==> run_1/sizes.png <==
Bar = 50 µm.
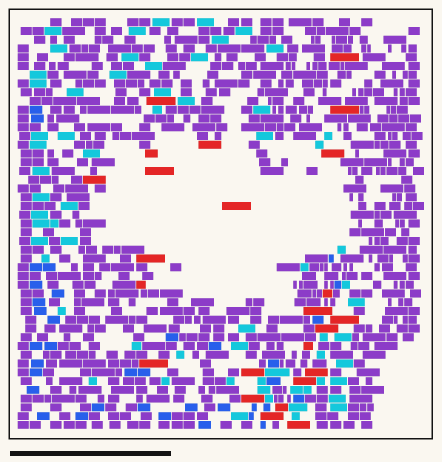
==> run_1/clocks.png <==
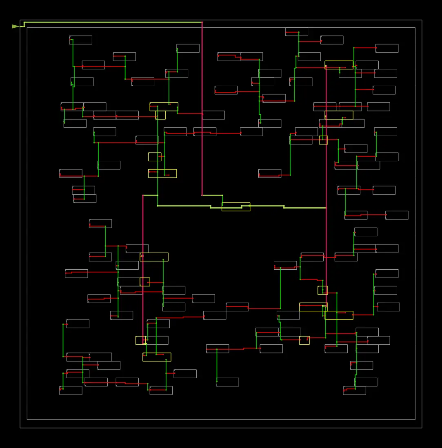
==> run_1/clk_routes.png <==
Bar = 50 µm.
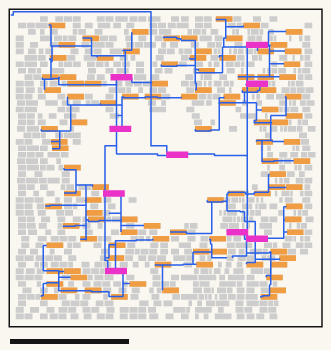
File: src/rtl/mem_arb_pkg.sv
// Shared types and constants for the unified memory port arbiter.
package mem_arb_pkg;

  typedef enum logic [1:0] {IDLE, ISSUE, WAIT, RESP} arb_state_t;

  localparam int REQ_FETCH = 0;
  localparam int REQ_DATA  = 1;
  localparam int REQ_DBG   = 2;
  localparam int N_REQ     = 3;

  function automatic logic [1:0] rr_next(input logic [1:0] idx);
    case (idx)
      2'(REQ_FETCH): return 2'(REQ_DATA);
      2'(REQ_DATA):  return 2'(REQ_DBG);
      default:       return 2'(REQ_FETCH);
    endcase
  endfunction

endpackage

File: src/rtl/rr_arbiter3.sv
// Combinational three-way round-robin picker; the search starts just after
// the previous winner so that no active requester can be starved.
module rr_arbiter3
  import mem_arb_pkg::*;
(
  input  logic [N_REQ-1:0] req_valid,
  input  logic [1:0]       last_grant,
  output logic [N_REQ-1:0] grant,
  output logic [1:0]       grant_idx
);

  logic [1:0] cand;
  logic       found;

  always_comb begin
    grant     = '0;
    grant_idx = '0;
    found     = 1'b0;
    cand      = last_grant;
    for (int i = 0; i < N_REQ; i++) begin
      cand = rr_next(cand);
      if (req_valid[cand] && !found) begin
        found       = 1'b1;
        grant[cand] = 1'b1;
        grant_idx   = cand;
      end
    end
  end

endmodule

File: src/rtl/mem_port_arbiter.sv
// Arbitrates fetch, load/store and debug onto one memory port and sequences
// every access through ISSUE, a fixed-latency WAIT and a one-cycle RESP.
module mem_port_arbiter
  import mem_arb_pkg::*;
#(
  parameter int BIT_WIDTH = 32,
  parameter int LATENCY   = 2
) (
  input  logic                             clk,
  input  logic                             rst,
  input  logic [N_REQ-1:0]                 req_valid,
  input  logic [N_REQ-1:0]                 req_we,
  input  logic [N_REQ-1:0][BIT_WIDTH-1:0]  req_addr,
  input  logic [N_REQ-1:0][BIT_WIDTH-1:0]  req_wdata,
  output logic [N_REQ-1:0]                 req_ready,
  output logic [N_REQ-1:0]                 rsp_valid,
  output logic [BIT_WIDTH-1:0]             rsp_rdata,
  output logic                             mem_en,
  output logic                             mem_we,
  output logic [BIT_WIDTH-1:0]             mem_addr,
  output logic [BIT_WIDTH-1:0]             mem_wdata,
  input  logic [BIT_WIDTH-1:0]             mem_rdata,
  output logic                             busy
);

  localparam int CNT_W = $clog2(LATENCY + 1);

  arb_state_t           state, state_next;
  logic [1:0]           last_grant, grant_idx;
  logic [N_REQ-1:0]     grant;
  logic                 lat_we;
  logic [BIT_WIDTH-1:0] lat_addr, lat_wdata, rsp_rdata_q;
  logic [CNT_W-1:0]     wait_cnt;
  logic                 accept;

  rr_arbiter3 u_rr (
    .req_valid  (req_valid),
    .last_grant (last_grant),
    .grant      (grant),
    .grant_idx  (grant_idx)
  );

  always_ff @(posedge clk) begin
    if (rst) state <= IDLE;
    else     state <= state_next;
  end

  // Grants are gated by rst so that nothing is accepted while reset is held.
  always_comb begin
    state_next = state;
    req_ready  = '0;
    rsp_valid  = '0;
    mem_en     = 1'b0;
    busy       = 1'b1;
    accept     = 1'b0;
    unique case (state)
      IDLE: begin
        busy = 1'b0;
        if (!rst && |req_valid) begin
          req_ready  = grant;
          accept     = 1'b1;
          state_next = ISSUE;
        end
      end
      ISSUE: begin
        mem_en     = 1'b1;
        state_next = WAIT;
      end
      WAIT: begin
        if (wait_cnt == '0) state_next = RESP;
      end
      RESP: begin
        rsp_valid[last_grant] = 1'b1;
        state_next            = IDLE;
      end
      default: state_next = IDLE;
    endcase
  end

  // last_grant doubles as the owner of the in-flight access during RESP.
  always_ff @(posedge clk) begin
    if (rst) begin
      last_grant  <= 2'(REQ_DBG);
      lat_we      <= 1'b0;
      lat_addr    <= '0;
      lat_wdata   <= '0;
      wait_cnt    <= '0;
      rsp_rdata_q <= '0;
    end else begin
      if (accept) begin
        last_grant <= grant_idx;
        lat_we     <= req_we[grant_idx];
        lat_addr   <= req_addr[grant_idx];
        lat_wdata  <= req_wdata[grant_idx];
      end
      if (state == ISSUE) begin
        wait_cnt <= CNT_W'(LATENCY - 1);
      end else if (state == WAIT && wait_cnt != '0) begin
        wait_cnt <= wait_cnt - 1'b1;
      end
      if (state == WAIT && wait_cnt == '0) begin
        rsp_rdata_q <= lat_we ? '0 : mem_rdata;
      end
    end
  end

  assign mem_we    = lat_we;
  assign mem_addr  = lat_addr;
  assign mem_wdata = lat_wdata;
  assign rsp_rdata = rsp_rdata_q;

endmodule
File: config.mk
export PLATFORM = sky130hd
export DESIGN_NAME = mem_port_arbiter
export DESIGN_NICKNAME = d
export VERILOG_FILES = /design/src/rtl/mem_arb_pkg.sv /design/src/rtl/rr_arbiter3.sv /design/src/rtl/mem_port_arbiter.sv
export SDC_FILE = /design/constraint.sdc
export NUM_CORES = 1
export LEC_CHECK = 0
export CAP_MARGIN = 20
export CORE_AREA = 2 2 129 131
export CTS_CLUSTER_DIAMETER = 120
export DETAILED_ROUTE_END_ITERATION = 12
export DIE_AREA = 0 0 131 133
export PLACE_DENSITY = 0.72
export SYNTH_ARGS = -nofsm -noshare
export SYNTH_HDL_FRONTEND = slang
export SYNTH_SLANG_ARGS = --single-unit
File: constraint.sdc
create_clock -name clk -period 3 [get_ports clk]
set_clock_uncertainty 0.1 [all_clocks]
set_input_delay 0.9 -clock clk [delete_from_list [all_inputs] [get_ports clk]]
set_output_delay 0.9 -clock clk [all_outputs]
set_load 0.05 [all_outputs]
==> run summary, run 1 <==
run metrics: crit end category=primary output, drt pass-1 iters=5, most frequent logic cell in the layout=clkdlybuf4s50_1, cell with the most instances after synthesis=dfxtp_1, CP Cell Sequence=clkbuf_2 > nor3_2 > or3_4 > nor3_4 > buf_12, Final Max Tran Viols=0, Synth top cells by count=dfxtp_1 (103), a221o_1 (65), and2_1 (65), nor2_1 (40), mux2_4 (39), Final Cycle Share=0.969, IO buf count=336, logic share of the area=0.305, Rel. slew slack=0.468, CP Max Fanout=4, Min-Delay Path Class=flip-flop to flip-flop, Post-synth regs=103, chip height=133 µm, comb_multi_in=328, R2R Setup Slk=500 ps, Placed Area=0.00876 mm², DP Cell Count=1018, Pwr Total=7.38 mW, CLK BUF=9, DR vias/cell=4.76, Worst Setup Path Type=primary input to primary output, post-synthesis cell type count=30, Comb. pwr=4.22 mW, ao+oa area frac=0.174, I/O pin count=337, largest area contributor in the netlist=dfxtp_1, Top cells excl fill/tap=clkdlybuf4s50_1 (324), dfxtp_1 (103), and2_1 (65), a221o_1 (65), mux2_4 (39), Seq group=1.99 mW, mux cell area share after synthesis=0.176, Synth Flop Type=dfxtp_1, max cap viols=0, Final min period=2910 ps, number of antenna-violating nets in the routed design=0, Fillers=1414, Core Util, Final=0.560, Syn Std Cell Area=0.00503 mm², Peak VDD IR=0.000444 V, Final GP Congestion=0.832, core box area=0.0162 mm², Cell area leaders=dfxtp_1 (41%), a221o_1 (13%), mux2_4 (12%), Gate power share=0.571, Hold Crit Start=rsp_rdata[0], H-tree lvl count=3, DRT iter0 DRCs=176, RSZ-0062 raised after global routing=no, clk slew on worst S/H paths=80 ps, Warnings, synthesis=0, Root Buffer=clkbuf_16, routed len/inst=17.1 µm, Crit path buffers/inverters=2, Leading cell kind=non-clock buffers, Mapped Cells=481, hold_buf cts=0, Slew @ Worst Pin=798 ps, arrival time worst endpoint=1910 ps, Top delay family on crit path=simple AND/OR/NAND/NOR gates, chip area=0.0174 mm², first-pass GRT wire length=26.6 mm, largest stage delay on the critical path=410 ps, Simple-Gate Area Share=0.176, number of global-route vias before repair=4918, Non-clk invs=8, Ant. Diodes=0, XOR Share, Synth=0.00174, syn_area_per_cell=10.5 µm², worst reg2reg path depth=7, number of synthesized flops with an enable pin=0, # setup viols final=0, status=finished clean, Area leader share=0.410, flop share of the area=0.228, largest net degree at the start of global routing=66, register area=0.00206 mm², via count=4919
About sizes.png:
[_6 and larger] red | cells: 24 | share: 2.9% | most used: buf_12
[_2 cells] blue | cells: 36 | share: 4.4% | most used: mux2_2
[_0 and _1 cells] purple | cells: 690 | share: 85% | most used: clkdlybuf4s50_1
[_3 and _4 cells] cyan | cells: 64 | share: 7.9% | most used: mux2_4
area delta synth->final: 79.7%
final setup margin: 91.6 ps
Signal buffers: 359
Finished Cell Area: 0.00905 mm²

About clocks.png:
P_clk: 1.17 mW
FF+latch count: 103
Latency at later pin: 350 ps
clock net sink count: 103
CTS buffer count: 9

About clk_routes.png:
[clock drivers] magenta | count: 9
[clock wires] blue | length: 1470 µm
[flip-flops] orange | count: 103
routed clock nets: 10
flops lie: spread over the die
clock share of power: 0.158

[run 1: flip-flops by register name (all words and copies together), names as in the netlist]
signal	count
mem_addr	32
mem_wdata	32
rsp_rdata	32
last_grant	2
state	2
wait_cnt	2
mem_we	1
[run 1: worst max-delay path by stage]
| stage | end | startpoint | cells after the start |
|---|---|---|---|
| after floorplan | req_ready[0] | req_valid[0] | 3 |
| after global placement | req_ready[2] | req_valid[0] | 5 |
| after detailed placement | req_ready[2] | req_valid[0] | 5 |
| after CTS | req_ready[2] | req_valid[0] | 5 |
| after global routing | req_ready[2] | state[0] | 6 |
| final | req_ready[2] | req_valid[0] | 5 |
[run 1: routing by layer]
metal  share of wire  vias up  global-route usage
li1                -     2415                   -
met2            0.50      207               0.343
met3           0.077       33              0.0562
met4           0.029        0              0.0875
met5               0        -                   0
met1            0.39     2264               0.229
==> run 2, diff against run 1 <==
--- a/config.mk
+++ b/config.mk
@@ -11,6 +11,7 @@
 export DETAILED_ROUTE_END_ITERATION = 12
 export DIE_AREA = 0 0 131 133
 export PLACE_DENSITY = 0.72
+export SKIP_LAST_GASP = 1
 export SYNTH_ARGS = -nofsm -noshare
 export SYNTH_HDL_FRONTEND = slang
 export SYNTH_SLANG_ARGS = --single-unit
==> run_2/clk_routes.png <==
Bar = 50 µm.
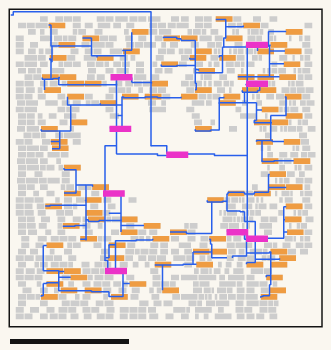
[flip-flops] orange | count: 103
[clock drivers] magenta | count: 9
[clock wires] blue | length: 1470 µm
routed clock nets: 10

==> run summary, run 2 <==
run metrics: core box area=0.0162 mm² (unchanged), WL final=17.7 mm (unchanged), status=finished clean (unchanged), DP Cell Count=1018 (unchanged), Mapped Cells=481 (unchanged), arrival time worst endpoint=1980 ps (was 1910 ps), max cap viols=0 (unchanged), Critical Path End=req_ready[2] (unchanged), Final min period=2980 ps (was 2910 ps), Hold Crit Start=rsp_rdata[0] (unchanged), Top delay family on crit path=simple AND/OR/NAND/NOR gates (unchanged), largest area contributor in the netlist=dfxtp_1 (unchanged), Area leader share=0.410 (unchanged), Rel. slew slack=0.468 (about the same), chip height=133 µm (unchanged), CP Cell Sequence=clkdlybuf4s15_1 > nor3_2 > or3_4 > nor3_4 > buf_12 (was clkbuf_2 > nor3_2 > or3_4 > nor3_4 > buf_12), WP data required=2000 ps (about the same), Core Util, Final=0.560 (about the same), cell with the most instances after synthesis=dfxtp_1 (unchanged), hold_buf cts=0 (unchanged), Comb. pwr=4.22 mW (about the same), drt pass-1 iters=5 (unchanged), met1 Use GR=0.229 (unchanged), Cell area leaders=dfxtp_1 (41%), a221o_1 (13%), mux2_4 (12%) (unchanged), IO buf count=336 (unchanged), Syn Std Cell Area=0.00503 mm² (unchanged), Latency at later pin=350 ps (about the same), RSZ-0062 raised after global routing=yes (was no), I/O pin count=337 (unchanged), GR Util met3=0.0562 (unchanged), Synth Flop Type=dfxtp_1 (unchanged), chip area=0.0174 mm² (unchanged), busiest layer in global routing=met2 (unchanged), Final GP Congestion=0.832 (unchanged), Gate power share=0.572 (was 0.571), yosys synthesis chip area=0.00503 mm² (unchanged), number of global-route vias before repair=4908 (was 4918), CTS tree=built (unchanged), worst reg2reg path depth=7 (unchanged), DRT iter0 DRCs=178 (was 176), post-route insts no fill=1034 (unchanged), DR vias/cell=4.75 (was 4.76), R2R Setup Slk=500 ps (about the same), initial antenna violation count=0 (unchanged), via count=4915 (was 4919), H-tree lvl count=3 (unchanged), Placed Area=0.00876 mm² (unchanged), Congestion Overflow GR=0 (unchanged), Fillers=1412 (was 1414), Finished Cell Area=0.00906 mm² (was 0.00905 mm²), Top Layer Used=met4 (unchanged), Peak VDD IR=0.000444 V (about the same), crit path from=req_valid[2] (was req_valid[0]), number of antenna-violating nets in the routed design=0 (unchanged), area delta synth->final=79.9% (was 79.7%), Worst Setup Path Type=primary input to primary output (unchanged), largest stage delay on the critical path=410 ps (about the same), Post-synth regs=103 (unchanged), clock share of power=0.158 (about the same), Warnings, synthesis=0 (unchanged), final setup margin=24.7 ps (was 91.6 ps), routed len/inst=17.1 µm (unchanged), Seq group=1.99 mW (about the same), cell-internal power=4.12 mW (about the same), CTS buffer count=9 (unchanged), DP Worst Slack=-282 ps (unchanged), clk slew on worst S/H paths=80 ps (about the same), Root Buffer=clkbuf_16 (unchanged), wire length on met3=1.37 mm (about the same), Min-Delay Path Class=flip-flop to flip-flop (unchanged), CP Max Fanout=4 (unchanged), largest net degree at the start of global routing=66 (unchanged), Crit path depth=5 (unchanged), number of synthesized flops with an enable pin=0 (unchanged), Final Max Tran Viols=0 (unchanged), P_clk=1.17 mW (about the same), most frequent logic cell in the layout=clkdlybuf4s50_1 (unchanged), Final Cycle Share=0.992 (was 0.969), Crit path buffers/inverters=2 (unchanged), Ant. Diodes=0 (unchanged), clock net sink count=103 (unchanged), crit end category=primary output (unchanged), first-pass GRT wire length=26.6 mm (about the same), post-synthesis cell type count=30 (unchanged), Top cells excl fill/tap=clkdlybuf4s50_1 (324), dfxtp_1 (103), and2_1 (65), a221o_1 (65), mux2_4 (39) (unchanged), met2 WL=8.94 mm (was 8.91 mm), Synth top cells by count=dfxtp_1 (103), a221o_1 (65), and2_1 (65), nor2_1 (40), mux2_4 (39) (unchanged), # setup viols final=0 (unchanged), syn_area_per_cell=10.5 µm² (unchanged), Slew @ Worst Pin=798 ps (about the same), met2 GRT Util=0.345 (was 0.343), Pwr Total=7.39 mW (was 7.38 mW), RR Endpoint=mem_addr[21] (unchanged), Met1 Wirelength=6.92 mm (about the same)
==> run_2/detail.png <==
Region (83, 18) to (113, 48) µm. Cells in gray, sequential cells in the stronger gray; small squares are vias.
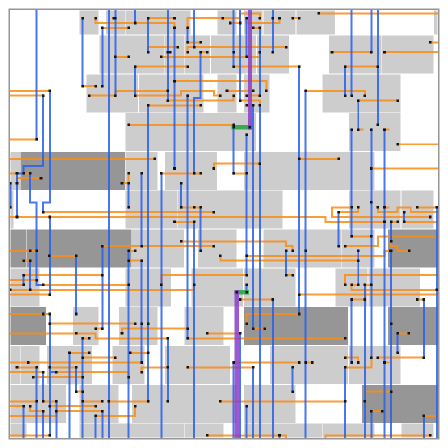
[metal 1] orange
[metal 4] purple
[metal 3] green
[metal 2] blue
most frequent: clkdlybuf4s50_1 (8), and2_1 (5)
cells with their middle in the window: 55
netlist names of flops here include: `mem_addr` (2)
sequential cells in the window: 4

-- run 2: final cells by class --
class / instances / area [µm²] / share of cell area
inverter: 8 / 30.0 / 0.00331
clock inverter: 7 / 62.6 / 0.00691
sequential: 103 / 2060 / 0.228
multi-input combinational: 328 / 2760 / 0.305
clock buffer: 9 / 225 / 0.0249
timing repair buffer: 359 / 3640 / 0.402
tap: 220 / 275 / 0.0304
-- run 2: logic make-up (layout without fill, tap and decap cells) --
family          count (synthesis)  count (layout)  synth area share
simple gates                  150             150             0.176
xor+xnor                        1               1           0.00174
buf+inv                        50             383            0.0492
compound gates                106             106             0.174
mux                            66              66             0.176
fa+ha+maj                       5               5            0.0124
flops                         103             103             0.410
No activity file was given, so power comes from the tool's default toggle rates.
